Figure 1. Clock nets (run 1).
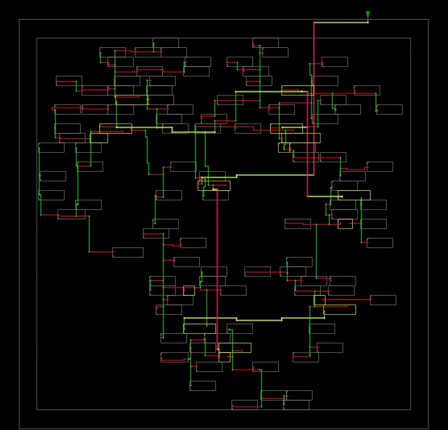
Figure 2. Signal wires by layer (run 1).
Scale bar: 20 um.
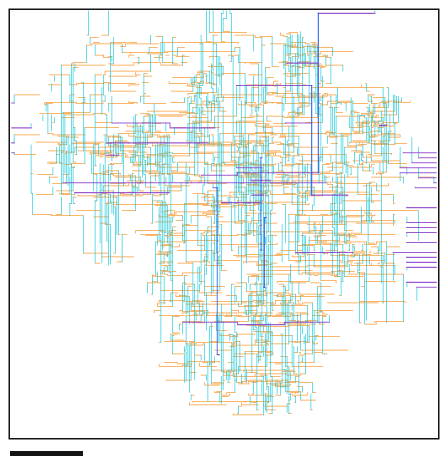
Figure 3. Clock network drawn from the DEF (run 1).
Scale bar: 20 um.
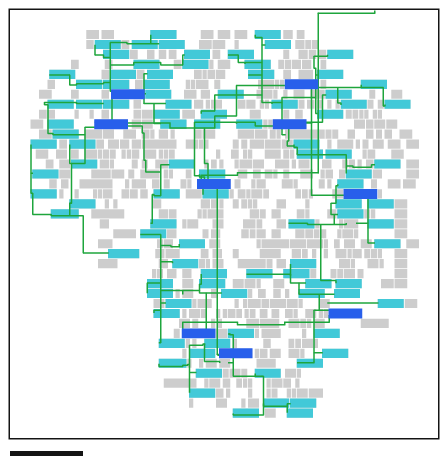
## src/rtl/mole_pkg.sv

```systemverilog
// Shared types and helpers for the whack-a-mole controller: FSM states,
// board size, score ceiling, LFSR step and hole selection.
package mole_pkg;

  typedef enum logic [2:0] {
    ST_IDLE,
    ST_ARM,
    ST_SHOW,
    ST_GAP,
    ST_OVER
  } state_e;

  localparam int         N_HOLES   = 5;
  localparam logic [6:0] SCORE_MAX = 7'd99;
  // Fibonacci taps 8,6,5,4 expressed as a bit mask on lfsr[7:0]
  localparam logic [7:0] LFSR_TAPS = 8'b1011_1000;
  localparam logic [2:0] HOLE_NONE = 3'd7;

  function automatic logic [7:0] lfsr_next(input logic [7:0] s);
    return {s[6:0], ^(s & LFSR_TAPS)};
  endfunction

  // Fold 0..7 onto 0..4, then step past the previous hole so a mole never repeats.
  function automatic logic [2:0] hole_pick(input logic [2:0] raw, input logic [2:0] prev);
    logic [2:0] h;
    h = (raw >= 3'd5) ? raw - 3'd5 : raw;
    if (h == prev) h = (h == 3'd4) ? 3'd0 : h + 3'd1;
    return h;
  endfunction

  function automatic logic [N_HOLES-1:0] hole_led(input logic [2:0] h);
    return {{(N_HOLES-1){1'b0}}, 1'b1} << h;
  endfunction

endpackage

```

## src/rtl/mole_scheduler_tick_gen.sv

```systemverilog
// Game tick source: one-cycle pulse every DIV clocks; clr restarts the period.
module tick_gen #(
  parameter int DIV = 4
) (
  input  logic clk,
  input  logic reset,
  input  logic clr,
  output logic tick
);

  localparam int CW = (DIV > 1) ? $clog2(DIV) : 1;

  logic [CW-1:0] r_cnt;

  always_ff @(posedge clk) begin
    if (!reset || clr || r_cnt == CW'(DIV - 1)) r_cnt <= '0;
    else                                        r_cnt <= r_cnt + 1'b1;
  end

  assign tick = (r_cnt == CW'(DIV - 1));

endmodule

```

## src/rtl/mole_scheduler.sv

```systemverilog
// Whack-a-mole round controller: switch edge detect, LFSR mole placement,
// hit windows, scoring and the round countdown.
module mole_scheduler
  import mole_pkg::*;
#(
  parameter int         TICK_DIV   = 5_000_000,
  parameter int         GAME_TICKS = 150,
  parameter int         MOLE_TICKS = 10,
  parameter int         GAP_TICKS  = 2,
  parameter logic [7:0] LFSR_SEED  = 8'hA5
) (
  input  logic               clk,
  input  logic               reset,
  input  logic               start,
  input  logic [N_HOLES-1:0] sw,
  output logic [N_HOLES-1:0] led,
  output logic [6:0]         score,
  output logic [7:0]         time_left,
  output logic               busy,
  output logic               game_over,
  output logic               hit,
  output logic               miss
);

  logic [N_HOLES-1:0] r_sw_meta, r_sw_sync, r_sw_dly, r_edge;
  logic [7:0]         r_lfsr;
  state_e             r_state;
  logic [2:0]         r_hole;
  logic [7:0]         r_mole_cnt, r_gap_cnt;
  logic               r_missed;
  logic [N_HOLES-1:0] r_led;
  logic [6:0]         r_score;
  logic [7:0]         r_time;
  logic               r_busy, r_over, r_hit, r_miss;

  logic               w_tick, w_clr, w_last_tick, w_hit_edge, w_wrong_edge;
  logic [2:0]         w_hole;

  // NOTE: r_sw_meta may go metastable; only r_sw_sync ever samples it.
  always_ff @(posedge clk) begin
    if (!reset) begin
      r_sw_meta <= '0;
      r_sw_sync <= '0;
      r_sw_dly  <= '0;
      r_edge    <= '0;
    end else begin
      r_sw_meta <= sw;
      r_sw_sync <= r_sw_meta;
      r_sw_dly  <= r_sw_sync;
      r_edge    <= r_sw_sync & ~r_sw_dly;
    end
  end

  always_ff @(posedge clk) begin
    if (!reset) r_lfsr <= LFSR_SEED;
    else        r_lfsr <= lfsr_next(r_lfsr);
  end

  assign w_clr        = (r_state == ST_IDLE || r_state == ST_OVER) && start;
  assign w_last_tick  = w_tick && (r_time == 8'd1);
  assign w_hole       = hole_pick(r_lfsr[2:0], r_hole);
  assign w_hit_edge   = |(r_edge & r_led);
  assign w_wrong_edge = |(r_edge & ~r_led);

  tick_gen #(.DIV(TICK_DIV)) u_tick_gen (
    .clk  (clk),
    .reset(reset),
    .clr  (w_clr),
    .tick (w_tick)
  );

  always_ff @(posedge clk) begin
    if (!reset) begin
      r_state    <= ST_IDLE;
      r_hole     <= HOLE_NONE;
      r_mole_cnt <= '0;
      r_gap_cnt  <= '0;
      r_missed   <= 1'b0;
      r_led      <= '0;
      r_score    <= '0;
      r_time     <= '0;
      r_busy     <= 1'b0;
      r_over     <= 1'b0;
      r_hit      <= 1'b0;
      r_miss     <= 1'b0;
    end else begin
      // NOTE: pulses default low here; a later non-blocking write in this block overrides it.
      r_hit  <= 1'b0;
      r_miss <= 1'b0;
      case (r_state)
        ST_IDLE, ST_OVER: begin
          if (start) begin
            r_score <= '0;
            r_time  <= 8'(GAME_TICKS);
            r_busy  <= 1'b1;
            r_over  <= 1'b0;
            r_state <= ST_ARM;
          end
        end
        default: begin
          if (w_tick) r_time <= r_time - 8'd1;
          // Round end beats any hit or miss judged in the same cycle.
          if (w_last_tick) begin
            r_led   <= '0;
            r_busy  <= 1'b0;
            r_over  <= 1'b1;
            r_state <= ST_OVER;
          end else begin
            case (r_state)
              ST_ARM: begin
                r_hole     <= w_hole;
                r_led      <= hole_led(w_hole);
                r_mole_cnt <= 8'(MOLE_TICKS);
                r_missed   <= 1'b0;
                r_state    <= ST_SHOW;
              end
              ST_SHOW: begin
                if (w_hit_edge) begin
                  r_hit     <= 1'b1;
                  r_score   <= (r_score >= SCORE_MAX) ? SCORE_MAX : r_score + 7'd1;
                  r_led     <= '0;
                  r_gap_cnt <= 8'(GAP_TICKS);
                  r_state   <= ST_GAP;
                end else if (w_tick && r_mole_cnt == 8'd1) begin
                  r_miss    <= 1'b1;
                  r_led     <= '0;
                  r_gap_cnt <= 8'(GAP_TICKS);
                  r_state   <= ST_GAP;
                end else begin
                  if (w_tick) r_mole_cnt <= r_mole_cnt - 8'd1;
                  if (w_wrong_edge && !r_missed) begin
                    r_miss   <= 1'b1;
                    r_missed <= 1'b1;
                  end
                end
              end
              ST_GAP: begin
                if (w_tick) begin
                  if (r_gap_cnt == 8'd1) r_state <= ST_ARM;
                  else                   r_gap_cnt <= r_gap_cnt - 8'd1;
                end
              end
              default: ;
            endcase
          end
        end
      endcase
    end
  end

  assign led       = r_led;
  assign score     = r_score;
  assign time_left = r_time;
  assign busy      = r_busy;
  assign game_over = r_over;
  assign hit       = r_hit;
  assign miss      = r_miss;

endmodule

```

## config.mk

```make
export PLATFORM = sky130hd
export DESIGN_NAME = mole_scheduler
export DESIGN_NICKNAME = d
export VERILOG_FILES = /design/src/rtl/mole_pkg.sv /design/src/rtl/mole_scheduler_tick_gen.sv /design/src/rtl/mole_scheduler.sv
export SDC_FILE = /design/constraint.sdc
export NUM_CORES = 1
export LEC_CHECK = 0
export CORE_MARGIN = 5
export CORE_UTILIZATION = 40
export DETAILED_ROUTE_END_ITERATION = 7
export GPL_ROUTABILITY_DRIVEN = 0
export GPL_TIMING_DRIVEN = 0
export PLACE_DENSITY = 0.67
export SKIP_CTS_REPAIR_TIMING = 1
export SLEW_MARGIN = 25
export SYNTH_ARGS = -nofsm -noshare
export SYNTH_HDL_FRONTEND = slang
export SYNTH_SLANG_ARGS = --single-unit
```

## constraint.sdc

```tcl
create_clock -name clk -period 2.4 [get_ports clk]
set_input_delay 0.36 -clock clk [delete_from_list [all_inputs] [get_ports clk]]
set_output_delay 0.36 -clock clk [all_outputs]
set_load 0.05 [all_outputs]
```

==> results.yml, run 1 <==
# generated from flow reports
route:
  top_layer_used: "met4"
  wl_met2_um: 5010
  viasPerCell: 5.35
  wl_per_cell_um: 14.1
  met3WireLength_um: 487
placed_design:
  io_buffers: 31
  dp_cells: 690
setup_path:
  max_stage_delay_ns: 0.54
  crit_path_top_delay_cell: "or4bb_4"
  cp-start-kind: "flip-flop"
  worstPathCellList: "buf_6, inv_2, ha_4, or4bb_4, nand3_4, nand3_2, a221oi_4, nor3_2, a32o_1"
  path_depth: 9
  cp-endpoint: "led[3]"
  crit_fanout: 5
  rr_worst_depth: 9
timing:
  period_minus_slack_ns: 2.34
  hold_violations: 0
  clock.fmax_ghz: 0.427
  whs_ns: 0.381
  tns_ns: 0
worst_hold_path:
  hp-class: "reg -> reg"
grt:
  grt.met2_usage_pct: 25.4
  gr-usage-met3_pct: 4.01
yosys:
  synthesis.area_mm2: 0.00457
  compound_area_share_pct: 14.7
  syn-num-nets: 534
  topCombFamilyByArea: "simple AND/OR/NAND/NOR gates"
  synth_top_area_share_pct: 43.0
  adder_share_pct: 2.74
  ys_ff: 98
finish:
  num-fill-cells: 1082
  flop_area_mm2: 0.00197
  comb_area_mm2: 0.00256
  final_cell_mix: "dfxtp_1 (95), nor2_1 (62), nand2_1 (34)"
  num-nonclk-inverters: 23
  clk_share_pct: 5.64
outcome:
  status: "finished, final reports clean"
cts:
  clkTransAtPathRegs_ns: 0.08
  numCtsBuffers: 9
power_and_ir_drop:
  power_frac_seq_pct: 42.2
  netSwitchingFraction_pct: 31.1
  clkPwrFrac_pct: 34.7
  ir_drop_mv: 0.550
run:
  cap_violations: 0
floorplan:
  initCoreUtil_pct: 40.3
Notes on Figure 1 above:
Insertion Delay late pin: 0.36 ns
clk sinks: 98

Notes on Figure 2 above:
| layer | color | wire length |
|---|---|---|
| met4 | blue | 163 um |
| met3 | purple | 487 um |
| met1 | orange | 4430 um |
| met2 | cyan | 5010 um |

Notes on Figure 3 above:
[flip-flops] cyan | count: 98
[cells driving clock nets] blue | count: 9
[clock wires] green | length: 1210 um
routed clock nets: 10

Figure 4. Ports around the boundary (run 1).
Pins as bars across the die edge, other pins in gray.
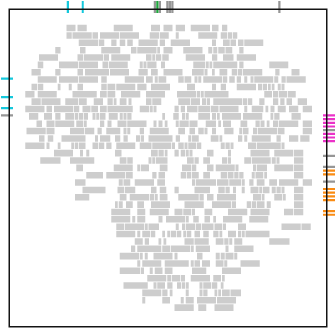

==> run 1 -> run 2 <==
--- a/config.mk
+++ b/config.mk
@@ -5,12 +5,14 @@
 export SDC_FILE = /design/constraint.sdc
 export NUM_CORES = 1
 export LEC_CHECK = 0
+export CELL_PAD_IN_SITES_DETAIL_PLACEMENT = 2
+export CELL_PAD_IN_SITES_GLOBAL_PLACEMENT = 2
 export CORE_MARGIN = 5
-export CORE_UTILIZATION = 40
+export CORE_UTILIZATION = 33
 export DETAILED_ROUTE_END_ITERATION = 7
 export GPL_ROUTABILITY_DRIVEN = 0
 export GPL_TIMING_DRIVEN = 0
-export PLACE_DENSITY = 0.67
+export PLACE_DENSITY = 0.83
 export SKIP_CTS_REPAIR_TIMING = 1
 export SLEW_MARGIN = 25
 export SYNTH_ARGS = -nofsm -noshare
Figure 5. Ports around the boundary (run 2).
Pins as bars across the die edge, other pins in gray.
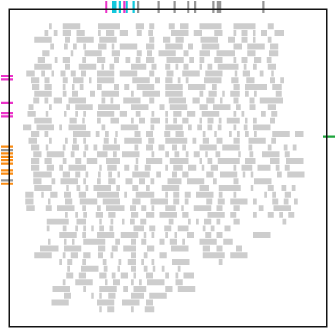
| port | color | pins | direction | edge |
|---|---|---|---|---|
| sw | cyan | 5 | input | north |
| time_left | orange | 8 | output | west |
| miss | green | 1 | output | east |
| score | magenta | 7 | output | 5 west, 2 north |
all pins by edge: 16 north, 15 west, 1 east

==> run 2 against run 1 <==
The flow now finishes with violations (negative setup slack). Maximum frequency fell by 3.0%. First-iteration DRC count rose by 24%. Synthesized area unchanged. Sequential cell count did not move. Die size rose by 19%.
==> results.yml, run 2 <==
# generated from flow reports
outcome:
  status: "finished with violations"
  violations: "negative setup slack"
finish:
  final_cell_mix: "dfxtp_1 (95), nor2_1 (60), nand2_1 (34)"
  comb_area_mm2: 0.00260
  num-fill-cells: 1488
  clk_share_pct: 4.51
  flop_area_mm2: 0.00197
yosys:
  compound_area_share_pct: 14.7
  topCombFamilyByArea: "simple AND/OR/NAND/NOR gates"
  ys_ff: 98
  synth_top_area_share_pct: 43.0
timing:
  hold_violations: 0
  setup_violations: 4
  setup_slack_ns: -0.0143
run:
  cap_violations: 0
cts:
  numCtsBuffers: 9
placed_design:
  dp_cells: 727
route:
  viasPerCell: 5.46
  wl_per_cell_um: 20.7
  top_layer_used: "met4"
setup_path:
  worstPathCellList: "nor4_1, nand4_1, buf_4, nor3_1, a21oi_1, a31oi_1, a21boi_0"
  path_depth: 7
  rr_worst_depth: 7
power_and_ir_drop:
  clkPwrFrac_pct: 30.4
  power_frac_seq_pct: 42.7
grt:
  gr-usage-met3_pct: 2.01
Figure 6. Clock network drawn from the DEF (run 2).
Scale bar: 50 um.
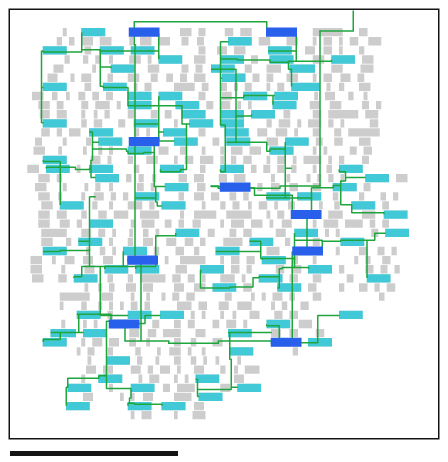
[flip-flops] cyan | count: 98
[clock wires] green | length: 1370 um
[cells driving clock nets] blue | count: 9
routed clock nets: 10

